==> run_1/m1.png <==
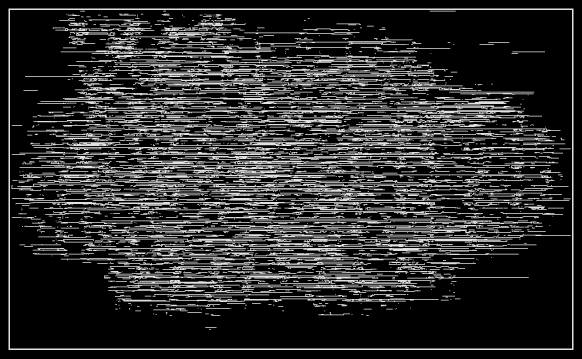
==> run_1/m2.png <==
Bar = 100 um.
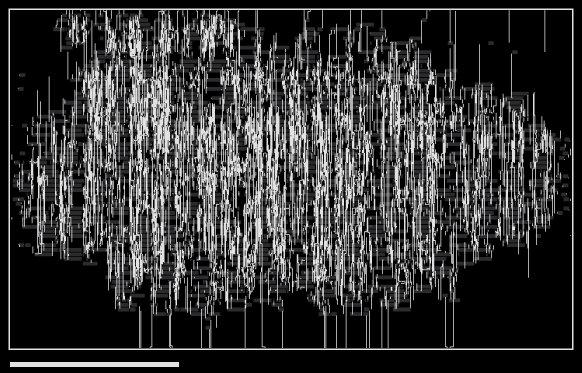
==> run_1/m3.png <==
Bar = 100 um.
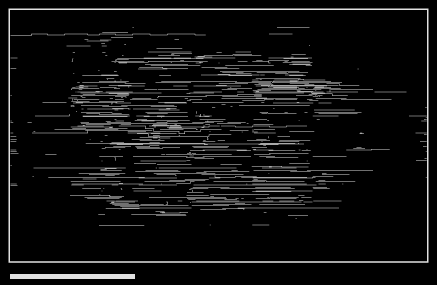
==> run_1/m4.png <==
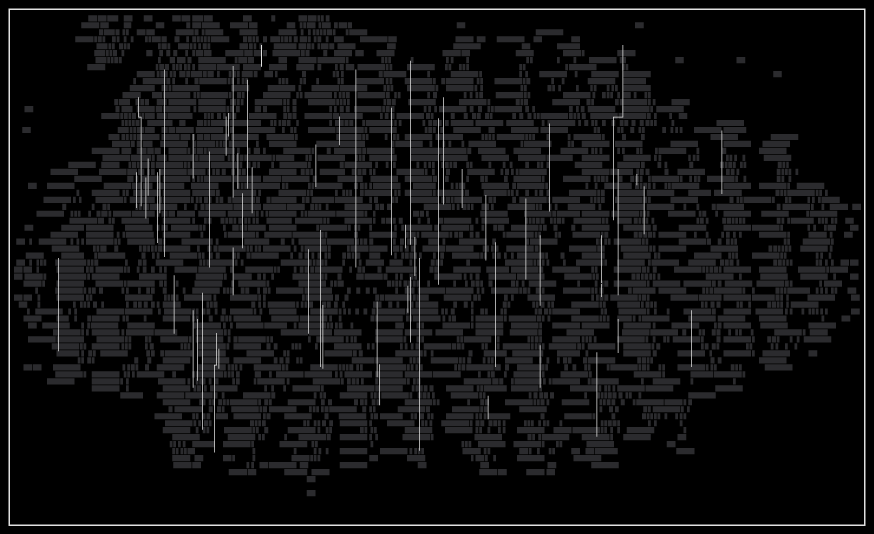
[config.mk]
export PLATFORM = sky130hd
export DESIGN_NAME = core7_oci_trace_capture
export DESIGN_NICKNAME = d
export VERILOG_FILES = /design/src/rtl/core7_oci_trace_capture.sv
export SDC_FILE = /design/constraint.sdc
export NUM_CORES = 1
export LEC_CHECK = 0
export ABC_AREA = 1
export CAP_MARGIN = 20
export CORE_ASPECT_RATIO = 0.6
export CORE_MARGIN = 1
export CORE_UTILIZATION = 39
export DETAILED_ROUTE_END_ITERATION = 8
export GPL_ROUTABILITY_DRIVEN = 0
export GPL_TIMING_DRIVEN = 0
export PLACE_DENSITY = 0.63
export SYNTH_ARGS = -nofsm -noshare
export SYNTH_HDL_FRONTEND = slang
export SYNTH_SLANG_ARGS = --single-unit
[constraint.sdc]
create_clock -name clk -period 3.1 [get_ports clk]
set_clock_uncertainty 0.15 [all_clocks]
set_input_delay 0.31 -clock clk [delete_from_list [all_inputs] [get_ports clk]]
set_output_delay 0.31 -clock clk [all_outputs]
set_load 0.05 [all_outputs]
[src/rtl/core7_oci_trace_capture.sv]
// Debug trace capture buffer: stores qualified {count, word} trace entries in a
// circular FIFO during a capture session and lets the host drain them afterwards.
module core7_oci_trace_capture #(
  parameter int DATA_W    = 30,
  parameter int CNT_W     = 4,
  parameter int DEPTH     = 16,
  parameter int WRAP_MODE = 0
) (
  input  logic                       clk,
  input  logic                       reset,
  input  logic                       arm,
  input  logic                       dct_valid,
  input  logic [DATA_W-1:0]          dct_buffer,
  input  logic [CNT_W-1:0]           dct_count,
  input  logic                       test_ending,
  input  logic                       test_has_ended,
  input  logic                       rd_req,
  output logic [CNT_W+DATA_W-1:0]    rd_data,
  output logic                       rd_valid,
  output logic [$clog2(DEPTH):0]     fill_level,
  output logic [7:0]                 overflow_cnt,
  output logic [1:0]                 state,
  output logic                       done
);

  localparam int AW = $clog2(DEPTH);
  localparam int EW = CNT_W + DATA_W;
  localparam logic [AW:0] FULL_LVL = (AW+1)'(DEPTH);

  typedef enum logic [1:0] {
    IDLE    = 2'd0,
    CAPTURE = 2'd1,
    DRAIN   = 2'd2,
    DONE    = 2'd3
  } state_t;

  state_t        st;
  logic [EW-1:0] mem [DEPTH];
  logic [AW-1:0] wr_ptr;
  logic [AW-1:0] rd_ptr;

  logic full;
  logic wr_en;
  logic rd_en;
  logic do_store;
  logic adv_rd;
  logic lost;

  always_comb begin
    full   = (fill_level == FULL_LVL);
    wr_en  = (st == CAPTURE) && dct_valid && (dct_count != '0);
    rd_en  = rd_req && (fill_level != '0) && (st != IDLE);
    // A full buffer still accepts a word when a pop frees a slot, or in wrap
    // mode where the new word takes the oldest entry's slot.
    do_store = wr_en && (!full || rd_en || (WRAP_MODE != 0));
    adv_rd   = rd_en || (wr_en && full && (WRAP_MODE != 0));
    lost     = wr_en && full && !rd_en;
    state    = st;
  end

  always_ff @(posedge clk) begin
    if (!reset && do_store) begin
      mem[wr_ptr] <= {dct_count, dct_buffer};
    end
  end

  always_ff @(posedge clk) begin
    if (reset) begin
      st           <= IDLE;
      wr_ptr       <= '0;
      rd_ptr       <= '0;
      fill_level   <= '0;
      overflow_cnt <= '0;
      rd_valid     <= 1'b0;
      rd_data      <= '0;
      done         <= 1'b0;
    end else begin
      rd_valid <= rd_en;
      if (rd_en) begin
        rd_data <= mem[rd_ptr];
      end

      if (st == DONE && arm) begin
        st           <= CAPTURE;
        done         <= 1'b0;
        wr_ptr       <= '0;
        rd_ptr       <= '0;
        fill_level   <= '0;
        overflow_cnt <= '0;
      end else begin
        case (st)
          IDLE:    if (arm) st <= CAPTURE;
          CAPTURE: if (test_ending || test_has_ended) st <= DRAIN;
          DRAIN: begin
            if (test_has_ended && fill_level == '0) begin
              st   <= DONE;
              done <= 1'b1;
            end
          end
          default: ;
        endcase

        if (do_store) begin
          wr_ptr <= wr_ptr + 1'b1;
        end
        if (adv_rd) begin
          rd_ptr <= rd_ptr + 1'b1;
        end

        if (wr_en && !rd_en && !full) begin
          fill_level <= fill_level + 1'b1;
        end else if (rd_en && !wr_en) begin
          fill_level <= fill_level - 1'b1;
        end

        if (lost && overflow_cnt != 8'hFF) begin
          overflow_cnt <= overflow_cnt + 8'd1;
        end
      end
    end
  end

endmodule

==> results.cfg, run 1 <==
; implementation run metrics
[synth]
common_cells = nand2_1, edfxtp_1, nand3_1
edf_count = 544
synth_stat.cells = 2500
ys_sh_simple = 0.217
async_flop_share = 0

[critical_path]
path_buffers = 4
rr_startpoint = state[1]
critPathCaptureType = flop
worstPathMaxFanout = 14
cpMaxStageDelayCell = dfxtp_1
rr_endpoint = mem[11][11]
r2r_setup_slack_ns = 0.28
crit_arrival_ns = 2.97

[power]
peakVddDrop_v = 0.000492
power_density_nw_per_um2 = 755
power_switching_uw = 8230
combPwrFrac = 0.305
pg_comb_uw = 6950

[clocking]
cts.sinks = 603
cts_made_buffers = 54
htree_num_levels = 2

[sta]
max_freq_mhz = 354
hold_viol_final = 0
slew_headroom = 0.201
period_used_share = 0.911

[detailed_routing]
wl_met2_um = 31900
via_count = 18700
first_iter_violations = 2514

[floorplanning]
ios = 92

[grt]
use_met3 = 0.0525
top_usage_layer = met1
grt_max_degree = 23

[placed_design]
place_area_sq_um = 28200
io_buffers = 90

[outcome]
status = finished clean

[cells_and_area]
fillerInstances = 5756
drive_above_1_share = 0.0860
layout.cells.most_common = nand2_1
Back to the opening pictures, m1.png:
- share of all routed wire: 43%
- longest straight run: 116 um

Back to the opening pictures, m2.png:
- nets with wire on the layer: 1963
- main direction: vertical

Back to the opening pictures, m3.png:
- share of all routed wire: 13%
- wire length on this layer: 9800 um
- nets with wire on the layer: 267
- longest straight run: 155 um

Back to the opening pictures, m4.png:
- longest straight run: 76.8 um
- wire length on this layer: 1770 um
- share of all routed wire: 2.3%
- nets with wire on the layer: 39

## run 1: through the flow
stage,power [uW],hold WS (ns)
6_report,22800,0.0718
5_1_grt,23800,0.0561
2_1_floorplan,13700,0.259
3_5_place_dp,16300,0.324
3_3_place_gp,16100,0.319
4_1_cts,22800,0.0387
## run 1: cell type report
class	count	share of cell area
clock buffer	72	0.0486
timing repair buffer	141	0.0581
clock inverter	30	0.00729
buffer	125	0.0202
sequential	603	0.580
multi-input combinational	1428	0.208
tap	851	0.0352
inverter	344	0.0427
## run 1: cell families after synthesis
kind of cell	after synthesis
and+or+nand+nor	1338
AOI/OAI and AO/OA	68
buffers and inverters	469
DFF	603
adders and majority gates	15
xor gates and xnor gates	7
## Run 2: what changed since run 1
--- a/config.mk
+++ b/config.mk
@@ -7,7 +7,7 @@
 export LEC_CHECK = 0
 export ABC_AREA = 1
 export CAP_MARGIN = 20
-export CORE_ASPECT_RATIO = 0.6
+export CORE_ASPECT_RATIO = 0.75
 export CORE_MARGIN = 1
 export CORE_UTILIZATION = 39
 export DETAILED_ROUTE_END_ITERATION = 8
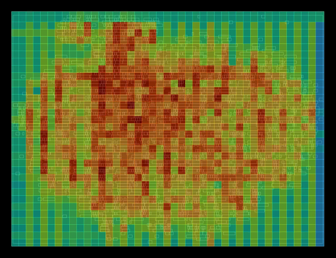
(run_2/congestion_map.png)
met1 GRT Util: 0.312
gr usage total: 0.226
post-DR wirelength/cell: 21.3 um
final core utilization: 0.472

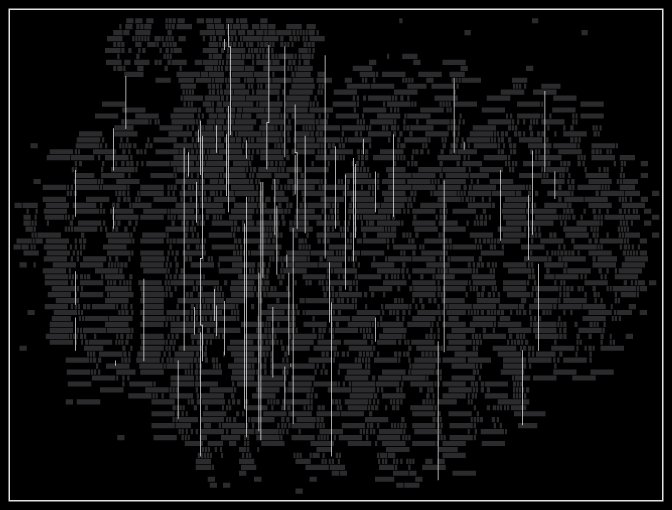
(run_2/m4.png)
- main direction: vertical
- longest straight run: 118 um
- share of all routed wire: 3.2%
- wire length on this layer: 2430 um

==> results.cfg, run 2 <==
; implementation run metrics
[outcome]
status = finished clean

[power]
power_uw = 23100
pg_comb_uw = 6890
combPwrFrac = 0.298
power_density_nw_per_um2 = 763
power_switching_uw = 8180

[cells_and_area]
sh_seq_area = 0.577
fillerInstances = 5798
design.seq.count = 603
area_share_clock_buf_inv = 0.0604
final-nonclk-buf-share = 0.0758
comb.multi_input.count = 1430
nClkBuffers = 78
inv_count = 344
layout.cells.most_common = nand2_1

[detailed_routing]
first_iter_violations = 2313
via_count = 18500

[sta]
hold_slack_ns = 0.0891
slew_headroom = 0.180
max_freq_mhz = 337
hold_viol_final = 0

[critical_path]
crit_arrival_ns = 3.14
r2r_setup_slack_ns = 0.13
cpMaxStageDelayCell = dfxtp_1
worstPathMaxFanout = 14

[clocking]
cts_made_buffers = 58

[floorplanning]
n_tap_cell = 861

[synth]
edf_count = 544
ys_sh_simple = 0.217
synth_stat.cells = 2500
common_cells = nand2_1, edfxtp_1, nand3_1
async_flop_share = 0

[grt]
grt_max_degree = 24
use_met3 = 0.0424
==> run 2: cell counts after synthesis <==
Identical to the previous run, type by type.
==> run 2: through the flow <==
stage | area, sq um | setup TNS [ns]
2_1_floorplan | 25600 | -221.46
3_3_place_gp | 27600 | -1284.51
3_5_place_dp | 28200 | -288.61
4_1_cts | 30100 | 0
5_1_grt | 30300 | 0
6_report | 30300 | 0
==> run 2: how the worst max path moves through the flow <==
stage	start	to	slack [ns]	depth (start not counted)
3_5_place_dp	dct_count[1]	mem[8][11]	-0.77	8
4_1_cts	state[1]	mem[12][0]	0.02	9
3_3_place_gp	dct_count[1]	mem[14][7]	-3.07	7
2_1_floorplan	state[0]	mem[0][0]	-0.54	9
6_report	state[1]	mem[5][2]	0.13	10
5_1_grt	state[0]	mem[3][15]	0.02	10
## Run 3: what changed since run 2
--- a/config.mk
+++ b/config.mk
@@ -9,11 +9,11 @@
 export CAP_MARGIN = 20
 export CORE_ASPECT_RATIO = 0.75
 export CORE_MARGIN = 1
-export CORE_UTILIZATION = 39
+export CORE_UTILIZATION = 55
 export DETAILED_ROUTE_END_ITERATION = 8
 export GPL_ROUTABILITY_DRIVEN = 0
 export GPL_TIMING_DRIVEN = 0
-export PLACE_DENSITY = 0.63
+export PLACE_DENSITY = 0.82
 export SYNTH_ARGS = -nofsm -noshare
 export SYNTH_HDL_FRONTEND = slang
 export SYNTH_SLANG_ARGS = --single-unit
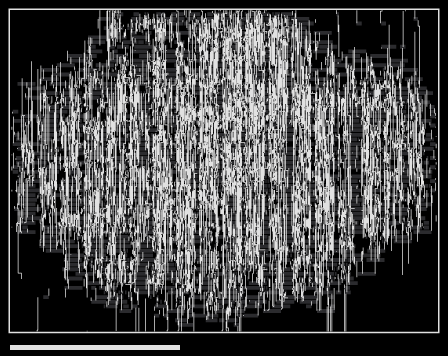
(run_3/m2.png)
Bar = 100 um.
- wire length on this layer: 34.0 mm
- main direction: vertical

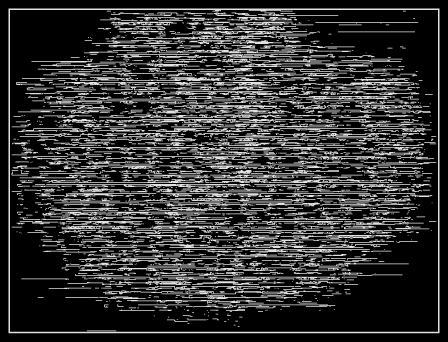
(run_3/m1.png)
- longest straight run: 77.3 um
- nets with wire on the layer: 2611
- share of all routed wire: 35%

==> results.cfg, run 3 <==
; implementation run metrics
[outcome]
status = finished with violations
violations = negative setup slack

[sta]
slew_headroom = 0.230
period_used_share = 1.01
max_freq_mhz = 320
fin_ws_ns = -0.0246
setup_viol = 20
hold_viol_final = 0

[placed_design]
io_buffers = 90
place_area_sq_um = 27700

[synth]
synth_stat.cells = 2500
ys_sh_simple = 0.217

[detailed_routing]
first_iter_violations = 2894
wl_met2_um = 34000

[power]
peakVddDrop_v = 0.000554
combPwrFrac = 0.299

[clocking]
htree_num_levels = 2
cts.sinks = 603

[critical_path]
crit_start = dct_count[0]
r2r_setup_slack_ns = -0.01
rr_startpoint = state[1]
crit_arrival_ns = 3.21

[cells_and_area]
comb_share = 0.211
drive_above_1_share = 0.0848
nClkBuffers = 70
buffers_excl_clock = 257
area_share_clock_buf_inv = 0.0624

[grt]
use_met3 = 0.0917
-- run 3: worst max-delay path, delay by kind of cell --
kind / cells / cell delay, ns
and+or+nand+nor: 4 / 1.46
AOI/OAI and AO/OA: 1 / 0.33
buffers and inverters: 2 / 1.11
-- run 3: worst min path at each step --
stage / startpoint / end / slack, ns / cells past startpoint
6_report: reset / rd_data[31] / 0.06 / 4
3_3_place_gp: done / done / 0.31 / 2
2_1_floorplan: dct_buffer[0] / mem[0][0] / 0.26 / 0
5_1_grt: reset / rd_data[29] / 0.11 / 4
4_1_cts: reset / rd_data[31] / 0.05 / 4
3_5_place_dp: done / done / 0.33 / 2
-- run 3: repair_timing --
action	in CTS	in global routing
setup buffers	6	19
cloned	1	0
pin swaps	3	11
setup endpoints to repair	72	231
resized	3	0
Power is estimated from default activity; no workload was simulated.
